`config.mk`:
```
export PLATFORM = sky130hd
export DESIGN_NAME = bus_arbiter
export DESIGN_NICKNAME = d
export VERILOG_FILES = /design/src/rtl/bus_arbiter.sv
export SDC_FILE = /design/constraint.sdc
export NUM_CORES = 1
export LEC_CHECK = 0
export CAP_MARGIN = 0
export CORE_MARGIN = 2
export CORE_UTILIZATION = 48
export CTS_CLUSTER_DIAMETER = 30
export DETAILED_ROUTE_END_ITERATION = 7
export PLACE_DENSITY = 0.8
export SLEW_MARGIN = 40
export SYNTH_ARGS = -nofsm -noshare
export SYNTH_HDL_FRONTEND = slang
export SYNTH_SLANG_ARGS = --single-unit
```
`constraint.sdc`:
```
create_clock -name clock -period 3.1 [get_ports clock]
set_input_delay 0.62 -clock clock [delete_from_list [all_inputs] [get_ports clock]]
set_output_delay 0.62 -clock clock [all_outputs]
set_load 0.05 [all_outputs]
```
`src/rtl/bus_arbiter.sv`:
```
// Two-master serial bus arbiter: round-robin on ties, tenure-limited grants with
// a fixed idle gap between owners and combinational routing of the serial lines.
module bus_arbiter #(
   parameter logic [15:0] MAX_TENURE = 16'd2048,
   parameter int unsigned GAP_CYCLES = 2
) (
   input  logic        clock,
   input  logic        rst_n,
   input  logic        m1_bus_req,
   input  logic        m2_bus_req,
   input  logic        m1_addr_tx,
   input  logic        m1_data_tx,
   input  logic        m1_valid_s,
   input  logic        m1_write_en,
   input  logic        m1_burst_mode,
   input  logic        m2_addr_tx,
   input  logic        m2_data_tx,
   input  logic        m2_valid_s,
   input  logic        m2_write_en,
   input  logic        m2_burst_mode,
   input  logic        slave_data_rx,
   input  logic        slave_ready,
   input  logic        slave_valid,
   output logic        m1_bus_ready,
   output logic        m2_bus_ready,
   output logic        bus_addr_tx,
   output logic        bus_data_tx,
   output logic        bus_valid_s,
   output logic        bus_write_en,
   output logic        bus_burst_mode,
   output logic        m1_data_rx,
   output logic        m1_slave_ready,
   output logic        m1_slave_valid,
   output logic        m2_data_rx,
   output logic        m2_slave_ready,
   output logic        m2_slave_valid,
   output logic [1:0]  owner,
   output logic [15:0] tenure_cnt
);

   // state  | meaning
   // IDLE   | no owner, arbitrate every cycle
   // GRANT1 | master 1 owns the bus
   // GRANT2 | master 2 owns the bus
   // GAP    | dead cycles between owners, arbitrates on its last cycle
   localparam logic [1:0] IDLE   = 2'd0;
   localparam logic [1:0] GRANT1 = 2'd1;
   localparam logic [1:0] GRANT2 = 2'd2;
   localparam logic [1:0] GAP    = 2'd3;

   localparam logic [2:0] GAP_LOAD = 3'(GAP_CYCLES - 1);

   logic [1:0]  state, state_nxt;
   logic [1:0]  arb_pick;
   logic [1:0]  last_owner, last_owner_nxt;
   logic [2:0]  gap_cnt, gap_cnt_nxt;
   logic [15:0] tenure_nxt;
   logic        tenure_hit;

   assign tenure_hit = (tenure_cnt >= MAX_TENURE);

   // Ties go to whoever was not served last.
   always_comb begin
      arb_pick = IDLE;
      if (m1_bus_req && m2_bus_req)
         arb_pick = (last_owner == 2'd1) ? GRANT2 : GRANT1;
      else if (m1_bus_req)
         arb_pick = GRANT1;
      else if (m2_bus_req)
         arb_pick = GRANT2;
   end

   always_comb begin
      state_nxt      = state;
      gap_cnt_nxt    = gap_cnt;
      last_owner_nxt = last_owner;
      case (state)
         IDLE: state_nxt = arb_pick;
         GRANT1: begin
            if (!m1_bus_req || (tenure_hit && m2_bus_req && !m1_valid_s)) begin
               state_nxt      = GAP;
               gap_cnt_nxt    = GAP_LOAD;
               last_owner_nxt = 2'd1;
            end
         end
         GRANT2: begin
            if (!m2_bus_req || (tenure_hit && m1_bus_req && !m2_valid_s)) begin
               state_nxt      = GAP;
               gap_cnt_nxt    = GAP_LOAD;
               last_owner_nxt = 2'd2;
            end
         end
         GAP: begin
            if (gap_cnt == 3'd0)
               state_nxt = arb_pick;
            else
               gap_cnt_nxt = gap_cnt - 3'd1;
         end
         default: state_nxt = IDLE;
      endcase
   end

   always_comb begin
      tenure_nxt = 16'd0;
      if ((state == GRANT1 || state == GRANT2) && state_nxt == state)
         tenure_nxt = (tenure_cnt == 16'hFFFF) ? tenure_cnt : tenure_cnt + 16'd1;
   end

   always_ff @(posedge clock or negedge rst_n) begin
      if (!rst_n) begin
         state        <= IDLE;
         gap_cnt      <= 3'd0;
         last_owner   <= 2'd2;
         tenure_cnt   <= 16'd0;
         owner        <= 2'd0;
         m1_bus_ready <= 1'b0;
         m2_bus_ready <= 1'b0;
      end else begin
         state        <= state_nxt;
         gap_cnt      <= gap_cnt_nxt;
         last_owner   <= last_owner_nxt;
         tenure_cnt   <= tenure_nxt;
         owner        <= (state_nxt == GRANT1) ? 2'd1 : (state_nxt == GRANT2) ? 2'd2 : 2'd0;
         m1_bus_ready <= (state_nxt == GRANT1);
         m2_bus_ready <= (state_nxt == GRANT2);
      end
   end

   // Serial lines follow the registered owner with no added latency.
   always_comb begin
      bus_addr_tx    = 1'b0;
      bus_data_tx    = 1'b0;
      bus_valid_s    = 1'b0;
      bus_write_en   = 1'b0;
      bus_burst_mode = 1'b0;
      m1_data_rx     = 1'b0;
      m1_slave_ready = 1'b0;
      m1_slave_valid = 1'b0;
      m2_data_rx     = 1'b0;
      m2_slave_ready = 1'b0;
      m2_slave_valid = 1'b0;
      case (owner)
         2'd1: begin
            bus_addr_tx    = m1_addr_tx;
            bus_data_tx    = m1_data_tx;
            bus_valid_s    = m1_valid_s;
            bus_write_en   = m1_write_en;
            bus_burst_mode = m1_burst_mode;
            m1_data_rx     = slave_data_rx;
            m1_slave_ready = slave_ready;
            m1_slave_valid = slave_valid;
         end
         2'd2: begin
            bus_addr_tx    = m2_addr_tx;
            bus_data_tx    = m2_data_tx;
            bus_valid_s    = m2_valid_s;
            bus_write_en   = m2_write_en;
            bus_burst_mode = m2_burst_mode;
            m2_data_rx     = slave_data_rx;
            m2_slave_ready = slave_ready;
            m2_slave_valid = slave_valid;
         end
         default: ;
      endcase
   end

endmodule
```
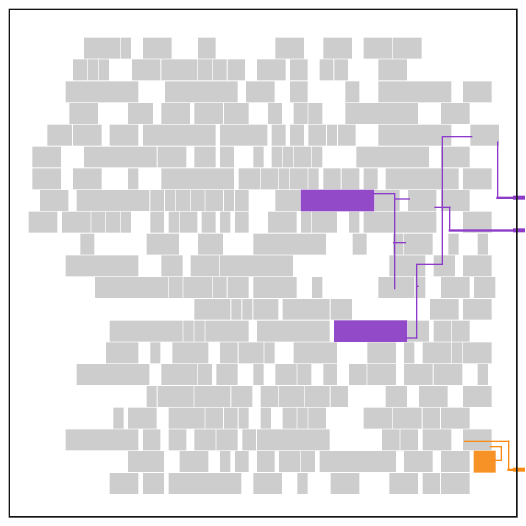
Fig. 1. Wires at chosen ports, followed through buffers.
(8 px per um)
- owner: purple (direction output; edge right; end cells 2; buffers 2; wire 73.3 um)
- m2_burst_mode: orange (direction input; edge right; end cells 1; buffers 1; wire 14.1 um)
Ports: 48
Port Buffers: 47

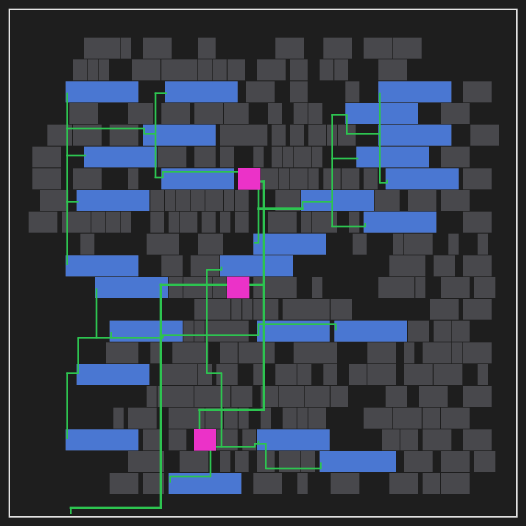
Fig. 2. Clock network drawn from the DEF.
(8 px per um)
- flip-flops: blue (count 25)
- clock-net drivers: magenta (count 3)
- clock wires: green (length 325 um)
- routed clock nets: 4
clk latency late pin: 0.34 ns
Clock Power: 0.000159 W
Clk network pwr share: 9.3%
Layout Skew: 0.00404 ns

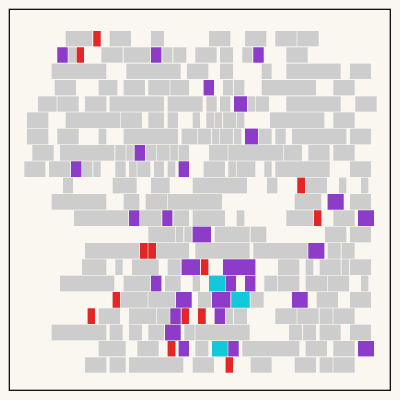
Fig. 3. Gate families picked out.
(6 px per um)
- non-inverting ao/oa cells: cyan (cells 3)
- aoi and oai cells: purple (cells 29; most used o21ai_0)
- inv cells: red (cells 13; most used inv_1)
Top cell excl fill/tap: clkdlybuf4s50_1
combinational share of cell area: 43.7%
Finished Layout Cells: 278

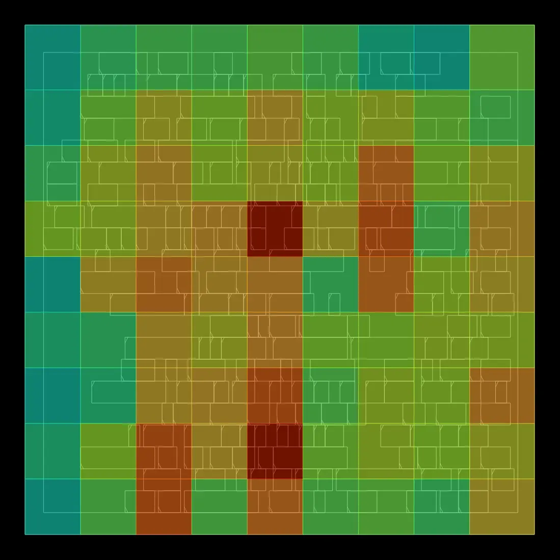
Fig. 4. Congestion heat map.
grt met2 use: 32.4%
routed wire length per instance: 13.8 um
routing usage on met1: 28.7%
utilization after layout: 66.4%

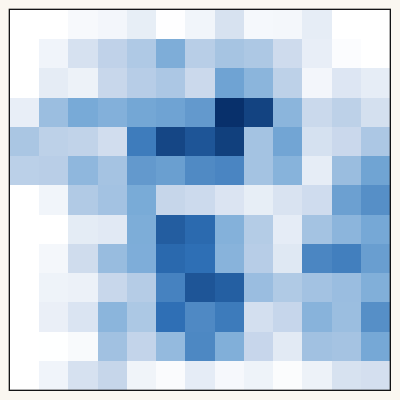
Fig. 5. Signal metal coverage by tile.
(6 px per um) 13 x 13 tiles, from white (low) to dark blue (high), scaled to the fullest tile. Values are wire area over tile area, all layers added.
- nearly empty tiles: 11%
- densest ninth of the die: middle
- fullest tile: 0.50
- mean over tiles: 0.16
- emptiest ninth of the die: bottom left
- tiles over half the peak: 21%
total number of vias: 1515
Routed WL: 3840 um
total track usage: 20.7%

==> impl_metrics.json <==
{
  "min_to": "last_owner[1]$_DFFE_PN1P_",
  "nClkBuffers": 3,
  "top_power_group": "combinational logic",
  "synth_area_um2": 1690,
  "max_freq_mhz": 353,
  "cp.required_ns": 2.48,
  "path_buffers": 2,
  "htree_num_levels": 1,
  "seq_area_um2": 627,
  "totalPowerFinal_w": 0.00171,
  "synth-main-ff-cell": "dfrtp_1",
  "path_clk_slew_ns": 0.14,
  "met2WireLength_um": 1740,
  "reg2reg_from": "state[0]$_DFF_PN0_",
  "cts_hold_buf": 0,
  "placed_cells": 274,
  "antenna_found_initial": 0,
  "busiest_layer": "met2",
  "gp_congestion": 0.865,
  "core-area_um2": 3360,
  "antennaDiodeCount": 0,
  "syn_inst": 183,
  "rsz0062_at_grt": "no",
  "edf_count": 0,
  "worstSetupPathType": "reg -> out",
  "syn_nets": 211,
  "setup_tns_ns": 0,
  "whs_path_depth": 2,
  "grt_pass1_vias": 1371,
  "gr-usage-met3_pct": 3.75,
  "crit_path_cell_trace": "inv_1, ha_1, a22oi_1, nor2_1, clkdlybuf4s50_1",
  "fp_util_pct": 50.1,
  "p_seq_w": 0.000442,
  "hpwl_um": 2900,
  "outcome": "finished, final reports clean",
  "cts_setup_buffers": 0,
  "p_sw_w": 0.000878,
  "tapCellCount": 46,
  "layout-drive-gt1-share_pct": 11.2,
  "warnings": 33,
  "internal_power_w": 0.000832,
  "p_seq_share_pct": 25.9,
  "ys_seq_share_pct": 37.2,
  "synth_area_per_cell_um2": 9.21,
  "finalCritPeriodShare_pct": 91.5,
  "peakVddDrop_mv": 0.388,
  "adder_share_pct": 8.17,
  "synth-compound-area-share_pct": 12.5,
  "p_comb_w": 0.00111,
  "mux_area_share_pct": 3.34,
  "grt_overflow": 0,
  "critPathSlowestCell": "clkdlybuf4s50_1",
  "dieHeight_um": 63.3,
  "post_dp_cell_area_um2": 2200,
  "r2r_end": "tenure_cnt[3]$_DFFE_PN0P_",
  "grt_max_degree": 26,
  "post-place-ws_ns": 0.245,
  "final.min_clock_period_ns": 2.84,
  "cpPeakStageDelay_ns": 0.82,
  "antenna_left": 0
}
No activity file was given, so power comes from the tool's default toggle rates.
